## src/rtl/mem_ctl_backend.sv

```systemverilog
// mem_ctl_backend: word-addressed storage behind a four-phase request/done
// handshake. A request is latched in IDLE, spends WAIT_CYCLES cycles in
// ACCESS and is then acknowledged from DONE until the request drops.
//
// Handshake: mem_write/mem_read are request levels. The upstream controller
// raises one of them and holds it, with addr/wdata, until mem_done rises. It
// then drops the request, and mem_done falls on the first edge that sees the
// request low. Dropping a request before mem_done rises aborts the operation
// and sets the sticky proto_err flag. Both requests high at once performs the
// write and also sets proto_err.
//
// Optional feature: define MEM_CTL_BACKEND_SYNC_EN to pass mem_write and
// mem_read through two-flop synchronizers. This adds 2 cycles to every
// request edge and release. Without it, the requests must already be
// synchronous to clk.
module mem_ctl_backend #(
  parameter int ADDR_W      = 4,
  parameter int DATA_W      = 8,
  parameter int WAIT_CYCLES = 2
) (
  input  logic              clk,
  input  logic              rst,
  input  logic              mem_write,
  input  logic              mem_read,
  input  logic [ADDR_W-1:0] addr,
  input  logic [DATA_W-1:0] wdata,
  output logic [DATA_W-1:0] rdata,
  output logic              mem_done,
  output logic              proto_err
);

  localparam int CNT_W = (WAIT_CYCLES > 1) ? $clog2(WAIT_CYCLES) : 1;

  typedef enum logic [1:0] {
    IDLE   = 2'd0,
    ACCESS = 2'd1,
    DONE   = 2'd2
  } state_t;

  state_t state;
  state_t next_state;

  logic wr_s;
  logic rd_s;
  logic req;

  logic [CNT_W-1:0]  cnt;
  logic              op_wr;
  logic [ADDR_W-1:0] addr_q;
  logic [DATA_W-1:0] wdata_q;
  logic [DATA_W-1:0] storage [2**ADDR_W];

  logic do_latch;
  logic do_exec;
  logic do_abort;
  logic do_dec;

`ifdef MEM_CTL_BACKEND_SYNC_EN
  logic [1:0] wr_sync;
  logic [1:0] rd_sync;

  // Two-flop synchronizers on both request levels.
  always_ff @(posedge clk or posedge rst) begin
    if (rst) begin
      wr_sync <= '0;
      rd_sync <= '0;
    end else begin
      wr_sync <= {wr_sync[0], mem_write};
      rd_sync <= {rd_sync[0], mem_read};
    end
  end

  assign wr_s = wr_sync[1];
  assign rd_s = rd_sync[1];
`else
  assign wr_s = mem_write;
  assign rd_s = mem_read;
`endif

  assign req = wr_s | rd_s;

  // State register.
  always_ff @(posedge clk or posedge rst) begin
    if (rst) state <= IDLE;
    else     state <= next_state;
  end

  // Next-state logic and one-cycle datapath strobes.
  always_comb begin
    next_state = state;
    do_latch   = 1'b0;
    do_exec    = 1'b0;
    do_abort   = 1'b0;
    do_dec     = 1'b0;
    case (state)
      IDLE: begin
        if (req) begin
          do_latch   = 1'b1;
          next_state = ACCESS;
        end
      end
      ACCESS: begin
        if (!req) begin
          do_abort   = 1'b1;
          next_state = IDLE;
        end else if (cnt == '0) begin
          do_exec    = 1'b1;
          next_state = DONE;
        end else begin
          do_dec = 1'b1;
        end
      end
      DONE: begin
        // A request still high here, even of the other type, counts as the
        // same request: DONE is left only after req has been seen low.
        if (!req) next_state = IDLE;
      end
      default: next_state = IDLE;
    endcase
  end

  // Operation latch, wait counter, read data, acknowledge and error flag.
  always_ff @(posedge clk or posedge rst) begin
    if (rst) begin
      cnt       <= '0;
      op_wr     <= 1'b0;
      addr_q    <= '0;
      wdata_q   <= '0;
      rdata     <= '0;
      mem_done  <= 1'b0;
      proto_err <= 1'b0;
    end else begin
      if (do_latch) begin
        op_wr   <= wr_s;
        addr_q  <= addr;
        wdata_q <= wdata;
        cnt     <= CNT_W'(WAIT_CYCLES - 1);
        if (wr_s && rd_s) proto_err <= 1'b1;
      end
      if (do_dec) cnt <= cnt - 1'b1;
      if (do_exec && !op_wr) rdata <= storage[addr_q];
      if (do_abort) proto_err <= 1'b1;
      mem_done <= (next_state == DONE);
    end
  end

  // Storage is not reset. A reset forces IDLE, so no write strobe can occur
  // while rst is high.
  always_ff @(posedge clk) begin
    if (do_exec && op_wr) storage[addr_q] <= wdata_q;
  end

endmodule

```

## config.mk

```make
export PLATFORM = sky130hd
export DESIGN_NAME = mem_ctl_backend
export DESIGN_NICKNAME = d
export VERILOG_FILES = /design/src/rtl/mem_ctl_backend.sv
export SDC_FILE = /design/constraint.sdc
export NUM_CORES = 1
export LEC_CHECK = 0
export ABC_AREA = 0
export CELL_PAD_IN_SITES_DETAIL_PLACEMENT = 0
export CELL_PAD_IN_SITES_GLOBAL_PLACEMENT = 1
export CORE_MARGIN = 2
export CORE_UTILIZATION = 56
export CTS_CLUSTER_DIAMETER = 30
export DETAILED_ROUTE_END_ITERATION = 16
export PLACE_DENSITY = 0.89
export SYNTH_ARGS = -nofsm -noshare
export SYNTH_HDL_FRONTEND = slang
export SYNTH_SLANG_ARGS = --single-unit
```

## constraint.sdc

```tcl
create_clock -name clk -period 3.4 [get_ports clk]
set_clock_uncertainty 0.2 [all_clocks]
set_input_delay 0.68 -clock clk [delete_from_list [all_inputs] [get_ports clk]]
set_output_delay 0.68 -clock clk [all_outputs]
set_load 0.02 [all_outputs]
```

clock_nets.png
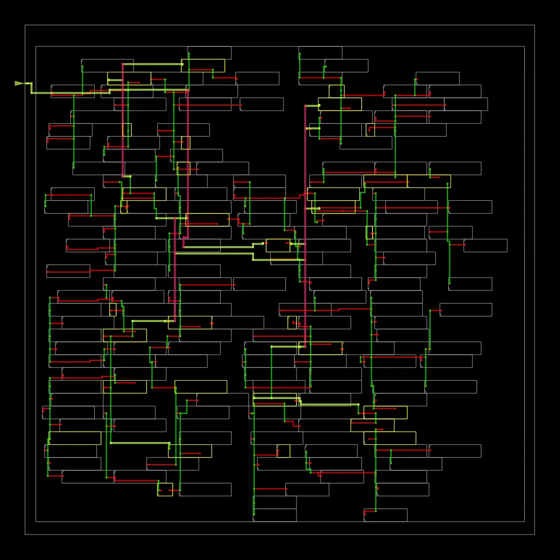
clock buffers: 19
worst-skew pair later-pin latency: 520 ps

class_map.png
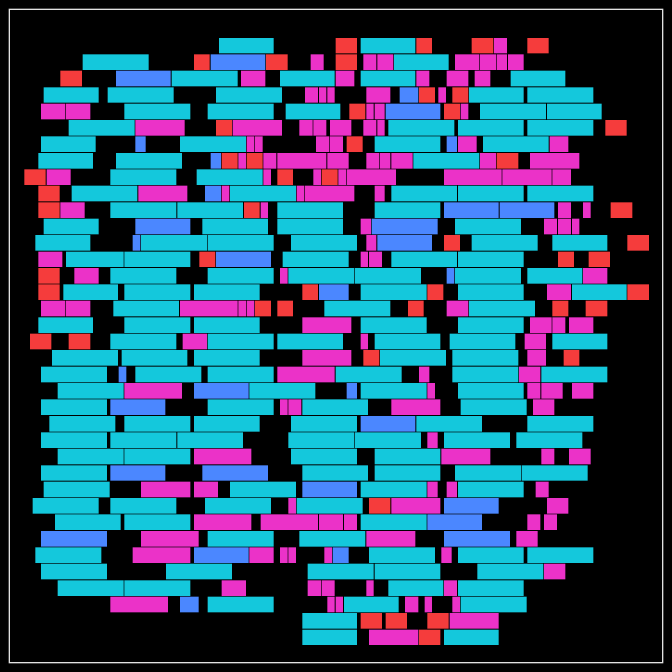
colour	class	cells
red	remaining buffers and delay cells	49
cyan	registers	154
magenta	remaining logic cells	143
blue	clock drivers and dummy loads	32
fraction of area in registers: 63.0%
placement row count: 37
final standard cell utilization of the core: 68.5%
Design Area, Final: 7140 sq um
core area: 10400 sq um

clock_wires.png
Scale bar: 20 microns.
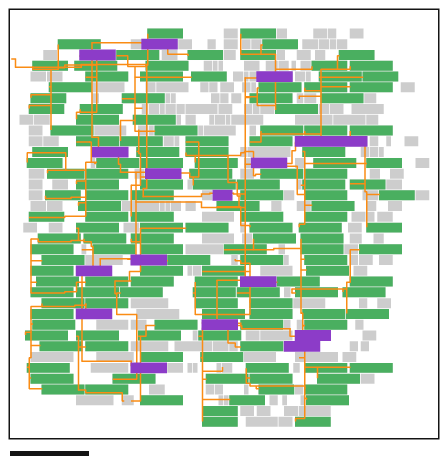
[orange] clock wires | length: 1510 microns
[green] flip-flops | count: 154
[purple] clock-net drivers | count: 17
routed clock nets	18
flops lie	spread over the die

gates.png
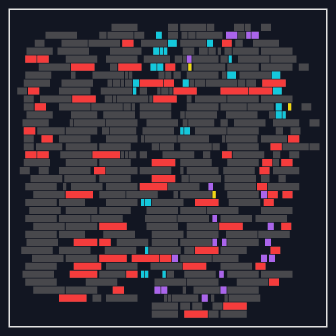
colour	family	cells
purple	aoi and oai cells	19
red	mux cells	58
yellow	inv cells	3
cyan	nand cells	26
fraction of area in multi-input gates: 20.1%
Finished Layout Cells: 514
most frequently placed logic cell in the final layout: sky130_fd_sc_hd__edfxtp_1

ff_map.png
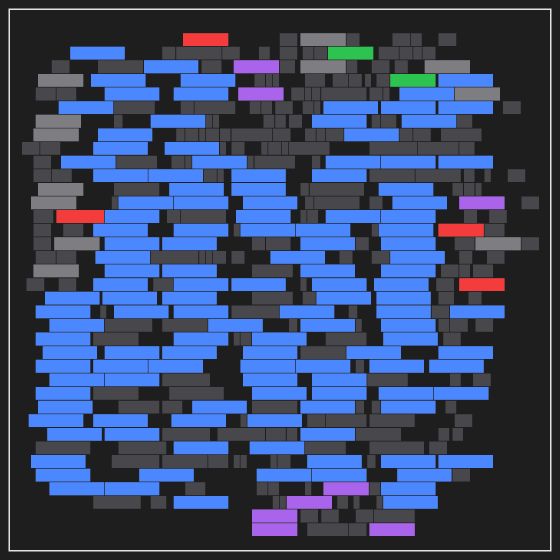
colour	netlist name	sequential cells
red	addr_q	4
blue	storage	128
green	state	2
purple	rdata	8
not coloured	12
FF/Latch Area: 4500 sq um
power consumed by sequential cells: 2980 uW

==> state kept, by name, summed over array words and instances, names as in the netlist <==
signal	cells
state	2
rdata	8
proto_err	1
mem_done	1
addr_q	4
wdata_q	8
cnt	1
op_wr	1
storage	128
==> kinds of logic after synthesis <==
kind of cell	share of synthesized area [%]
compound gates	2.30
simple gates	5.26
mux	16.2
flops	74.3
buf+inv	1.95
==> worst register-to-register path: stages (launching register included) <==
cell and delay, ps:
sky130_fd_sc_hd__dfrtp_2 1080, sky130_fd_sc_hd__mux4_1 660, sky130_fd_sc_hd__mux2_2 290, sky130_fd_sc_hd__nand2_1 140, sky130_fd_sc_hd__a31oi_1 110
==> cell usage in the layout (no fill, tap or decap), drive strengths merged, types with 6 or more instances in the layout <==
master	instances
buf	24
mux2	17
dfrtp	26
clkbuf	19
edfxtp	128
nor2	19
clkinv	7
a21oi	6
mux2i	14
clkdlybuf4s50	25
nand4	7
mux4	27
nand2	11
==> routing by layer <==
layer	GRT usage [%]	part of all wire [%]
met1	29.6	39
met3	5.27	6.6
met5	0	0
met4	9.62	1.7
met2	39.2	52
==> per-stage QoR <==
| stage | setup slack, ps | area [sq um] | total power, uW |
|---|---|---|---|
| finish | 764 | 7140 | 6170 |
| global route | 650 | 7140 | 6410 |
| CTS | 765 | 7140 | 6190 |
| detailed placement | 287 | 6540 | 4300 |
| global placement | 391 | 6540 | 4260 |
| floorplan | 970 | 6050 | 3810 |
==> layout make-up <==
type | instances | area share [%]
Clock buffer | 19 | 5.91
Clock inverter | 13 | 2.47
Inverter | 3 | 0.158
Multi-Input combinational cell | 140 | 20.1
Sequential cell | 154 | 63.0
Tap cell | 136 | 2.38
Timing Repair Buffer | 49 | 6.03
==> results_dict.tcl <==
# collected from the flow reports
set metrics [dict create \
    crit_required_ps 3440 \
    final.fill_count 670 \
    yosysSeqAreaShare_pct 74.3 \
    first_global_vias 3208 \
    startpoint_type "input pin" \
    clock_net_power_uw 1880 \
    floorplan.die.width_microns 108 \
    comb_power_share_pct 21.2 \
    cellInternalPower_uw 4360 \
    cp_max_fo 7 \
    hpwlAfterDp_microns 7470 \
    clock_sinks 154 \
    slew_worst_pin_ps 1070 \
    r2r.worst_path.cells 4 \
    regToRegSetupSlack_ps 800 \
    comb-power_uw 1310 \
    cts-buffers-inserted 17 \
    pins_over_slew_limit 0 \
    ys_seq_elements 154 \
    worst_setup_path_endpoint "storage[2][2]$_DFFE_PP_" \
    enable_flop_cells 128 \
    top_cell "sky130_fd_sc_hd__edfxtp_1" \
    warnings 26 \
    placement.io_buffers 25 \
    timing.final.crit_share_pct 77.5 \
    ys_warn_count 0 \
    outcome "complete, no violations" \
    drt_drc_violations_left 0 \
    timing.fmax_mhz 379 \
    timing.hold.worst_path_depth 1 \
    antennaDiodeCount 0 \
    post_cts_hold_buffer_count 0 \
    clock_power_share_pct 30.5 \
    grt_start_max_net_pins 40 \
    synth.cell_area_sq_um 6050 \
    yosys.area.top_type_share_pct 63.6 \
    hold-path-endpoint "cnt$_DFFE_PP0P_" \
    global_route_wire_length_before_repair_microns 18800 \
    tritonroute_pass_1_iters 5 \
    number_of_levels_in_the_clock_h_tree 4 \
    layout_stage_area_growth_over_the_synthesis_result_pct 18.1 \
    hold_violations 0 \
    syn-mean-instance-area_sq_um 19.4 \
    synth_cells 312 \
    worst_hold_path_type "reg -> reg" \
    ant_nets 0 \
    setup_total_negative_slack_ps 0 \
    switching_share_pct 29.3 \
    yosys-stat-cells 312 \
    synth_cell_types 32 \
    routed_via_density 6.12 \
    initialDrtViolationCount 273 \
    postCtsResizedCells 0 \
    grt_overflow_total 0 \
    ys_async_rst_share_pct 16.9 \
    drive_above_1_share_pct 24.1 \
    dp_cells 482 \
    timing.setup.critical_path_class "in -> reg" \
    p_leak_uw 0.00248 \
    grt_antenna_before_repair 0 \
    grt_setup_unrepaired "false" \
    routed-via-count 3144 \
    synth.yosys.chip_area_sq_um 6050 \
    power.share.sequential_pct 48.3 \
    final_period_minus_worst_setup_slack_ps 2640 \
]
No activity file was given, so power comes from the tool's default toggle rates.
